### Routing congestion map, run 1

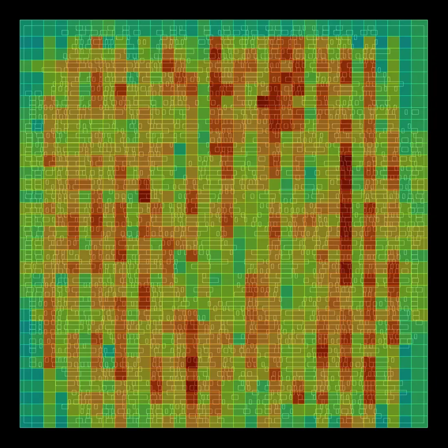
### Signal wires on met1, run 1

The bar under the picture is 50 um long. Supply wires on this layer in grey. Cells faint in the background.
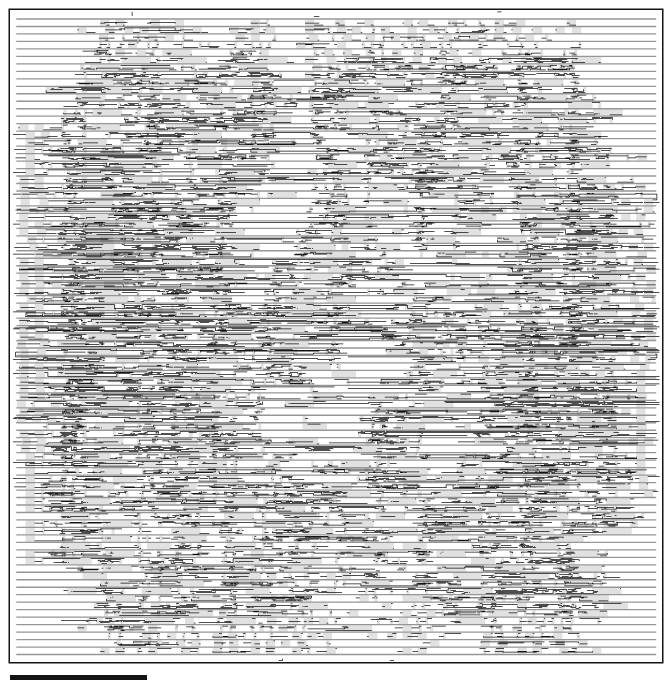
### Sequential cells coloured by netlist name, run 1

The bar under the picture is 50 um long.
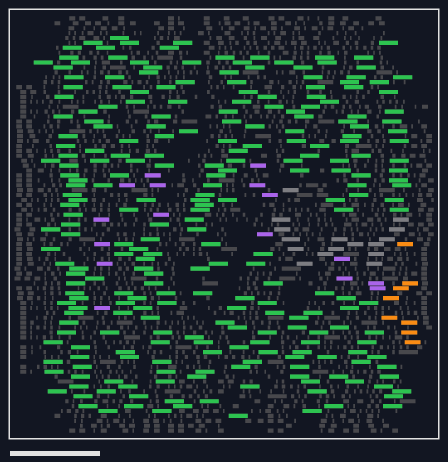
### I/O nets highlighted, run 1

The bar under the picture is 50 um long.
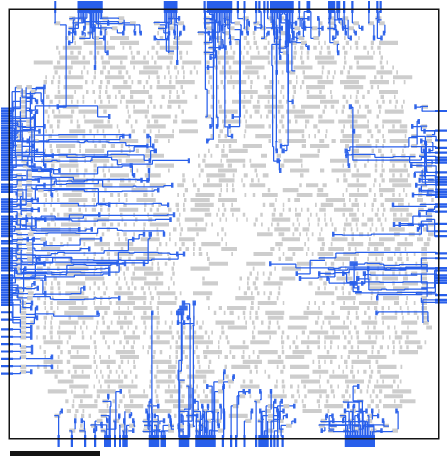
==> config.mk <==
export PLATFORM = sky130hd
export DESIGN_NAME = lane_rx_decoder
export DESIGN_NICKNAME = d
export VERILOG_FILES = /design/src/rtl/lane_rx_decoder.sv
export SDC_FILE = /design/constraint.sdc
export NUM_CORES = 1
export LEC_CHECK = 0
export ABC_AREA = 1
export ABC_CLOCK_PERIOD_IN_PS = 8250
export CAP_MARGIN = 10
export CELL_PAD_IN_SITES_DETAIL_PLACEMENT = 2
export CELL_PAD_IN_SITES_GLOBAL_PLACEMENT = 2
export CORE_MARGIN = 2
export CORE_UTILIZATION = 32
export DETAILED_ROUTE_END_ITERATION = 12
export HOLD_SLACK_MARGIN = 0.12
export PLACE_DENSITY = 0.82
export REMOVE_ABC_BUFFERS = 1
export SETUP_SLACK_MARGIN = 0.05
export SLEW_MARGIN = 20
export SYNTH_ARGS = -nofsm -noshare
export SYNTH_HDL_FRONTEND = slang
export SYNTH_SLANG_ARGS = --single-unit
==> constraint.sdc <==
create_clock -name enc_clk -period 8.25 [get_ports enc_clk]
set_input_delay 1.65 -clock enc_clk [delete_from_list [all_inputs] [get_ports enc_clk]]
set_output_delay 1.65 -clock enc_clk [all_outputs]
set_load 0.02 [all_outputs]
==> deck_impl_summary.md <==
Synthesis and Place & Route Summary

Status
  – Outcome: finished, final reports clean

Logic synthesis
  – Syn Area/Cell: 8.15 um2
  – Synth logic family: AND-OR/OR-AND gates
  – Synthesized instance count: 2135
  – Synth area leader: edfxtp_1
  – Xor+xnor area frac: 0.302%
  – # Cells Yosys: 2135
  – Syn Std Cell Area: 17400 um2
  – Async set-or-reset flop fraction in the synthesized netlist: 13.5%
  – Synth Area in Simple Gates: 15.6%
  – Top-area cell share: 44.2%
  – Yosys warns: 0
  – Post-synth EDFFs: 256
  – Post-synth cell types: 34
  – Primary FF master, synth: edfxtp_1

Clock tree
  – Clk pin slew, worst setup/hold paths: 0.06 ns
  – Post-CTS Hold Buffers: 0
  – Total CTS buffers: 37
  – CTS root buf: clkbuf_16
  – Clock buffer depth: 3
  – Worst skew pair latency: 0.55 ns
  – Number of gates resized after cts: 0
  – Post-CTS setup buffers: 0
  – H-Tree Depth: 2

GRT
  – Initial antenna violation count: 0
  – First-pass GRT wire length: 100000 um
  – GRT Resource Usage Total: 22.9%
  – Vias in the first global route: 17900
  – Met2 Resource Use GR: 42.0%
  – Congestion Overflow GR: 0
  – Largest net degree at the start of global routing: 266

Power and ir drop
  – Leakage power: 8.53 nW
  – PD cells: 196 nW/um2
  – Switch share: 28.8%
  – Worst vdd ir: 0.108 mV
  – Reg power frac: 41.8%
  – Internal power: 3.05 mW
  – Clk pwr share: 38.5%
  – Total power: 4.29 mW
  – Gate power share: 19.7%
  – Psw: 1.24 mW

Min path
  – WHS Path Cells: 2
  – Hold Path Class: reg2reg

Final timing
  – Max Clk Rate: 209 MHz
  – Slew @ Worst Pin: 1.17 ns
  – Unrepaired setup endpoints after global routing: no
  – Hold Vio Cnt, Final: 0
  – Setup Skew: 0.0116 ns
  – Slew margin rel.: 22.2%
  – Final Max Tran Viols: 0
  – Setup violations, final: 0
  – Setup TNS: 0 ns

Drt
  – DRT Pass-1 Iters: 4
  – Detail Route met2 WL: 33500 um
  – DRC viols: 0
  – Metal3 WL: 2340 um
  – Drt via density: 5.39
  – 1st-iter DRT viols: 841
  – Max Used Layer: met4

Setup path
  – Worst stage delay on the critical path: 0.92 ns
  – R2r worst-path depth: 9
  – Crit Path Category: reg2out
  – CP Launch Type: flop
  – CP Capture Type: primary output
  – Worst-path maximum fanout: 63
  – Worst path cell trace: ha_1 -> nand2_1 -> inv_1 -> nand3_2 -> nand2_1 -> inv_2 -> nor2_1 -> clkdlybuf4s50_1
  – CP required: 6.60 ns

Layout
  – Layout cells sized above 1: 3.99%
  – Comb area: 6840 um2
  – Most used logic cell in the final layout: nand2_1
  – Layout net count: 2610
  – Max FFs per register: 256
  – Top Layout Cells: 385 x nand2_1, 333 x o21ai_0, 303 x clkdlybuf4s50_1
  – Fillcell total: 5980

Floorplan
  – Die W: 237 um
  – Row count: 85
  – Pre-Place Util: 32.3%
  – Chip area: 56300 um2

Run
  – Tool warnings: 42
  – Maxcap violations: 0

Place
  – Hpwl dp: 44500 um
  – Final Wtd Congestion: 0.819
Notes on 'Routing congestion map' above:
Layout Utilization: 40.7%
met3 Use GR: 2.97%
busiest metal layer after global routing: met2

Notes on 'Signal wires on met1' above:
nets with wire on the layer: 2421
longest straight run: 60.3 um
Via Count: 16500
final wirelength: 65300 um
grt met1 use: 28.0%

Notes on 'Sequential cells coloured by netlist name' above:
| colour | netlist name | placed flops |
|---|---|---|
| green | blk_data_q | 256 |
| purple | lanes_rx | 16 |
| orange | err_cnt | 8 |
not coloured: 16
Seq/total area: 39.7%
Storage cell area: 8700 um2

Notes on 'I/O nets highlighted' above:
| colour | port | bits | direction | end cells | buffers | wire |
|---|---|---|---|---|---|---|
| blue | lanes_rx_enc | 264 | input | 282 | 264 | 9180 um |
Port Buffer Count: 304
IO Pins: 305

## run 1: logic make-up after synthesis
logic type	Yosys count
flops	296
compound gates	693
xor+xnor	6
buf+inv	458
simple gates	671
fa+ha+maj	11
## run 1: per-stage QoR
stage	setup slack, ns	instances	area (um2)
5_1_grt	3.29	3050	21900
3_5_place_dp	3.07	2982	20700
2_1_floorplan	0.521	1968	16600
6_report	3.46	3050	21900
3_3_place_gp	3.32	2982	20700
4_1_cts	3.43	3050	21900
## run 1: critical path: cells and delay by family (launching register included)
kind,cells,cell delay (ns)
and+or+nand+nor,4,0.53
DFF,1,0.92
buffers and inverters,3,0.83
adders and majority gates,1,0.30
## run 1: cell usage after synthesis, types with 4 or more instances
master,number
nand2_1,385
o21ai_0,333
inv_1,283
edfxtp_1,256
o22ai_1,251
nor2_1,183
nand3_1,89
clkbuf_1,76
buf_2,64
a21oi_1,48
dfrtp_1,40
o211ai_1,28
o21ai_1,16
buf_1,12
ha_1,11
a22oi_1,10
buf_4,8
buf_6,6
inv_2,6
xor2_1,6
o211ai_2,4
## run 1: layout make-up
type	instances	area share, %
clock buffers	52	4.82
multi-input cells	1381	31.2
repair buffers	318	14.5
clock inverters	16	0.691
flip-flops and latches	296	39.7
inverters	291	5.13
well taps	696	3.98
## run 1: power groups by stage
stage	registers, mW	clock network (mW)	logic, mW
global placement	1.81	0	0.797
detailed placement	1.82	0	0.843
CTS	1.79	1.69	0.849
floorplan	1.85	0	0.396
global route	1.80	1.74	0.926
finish	1.79	1.65	0.845
Power figures rest on the tool's default switching activity, not on a simulated workload.
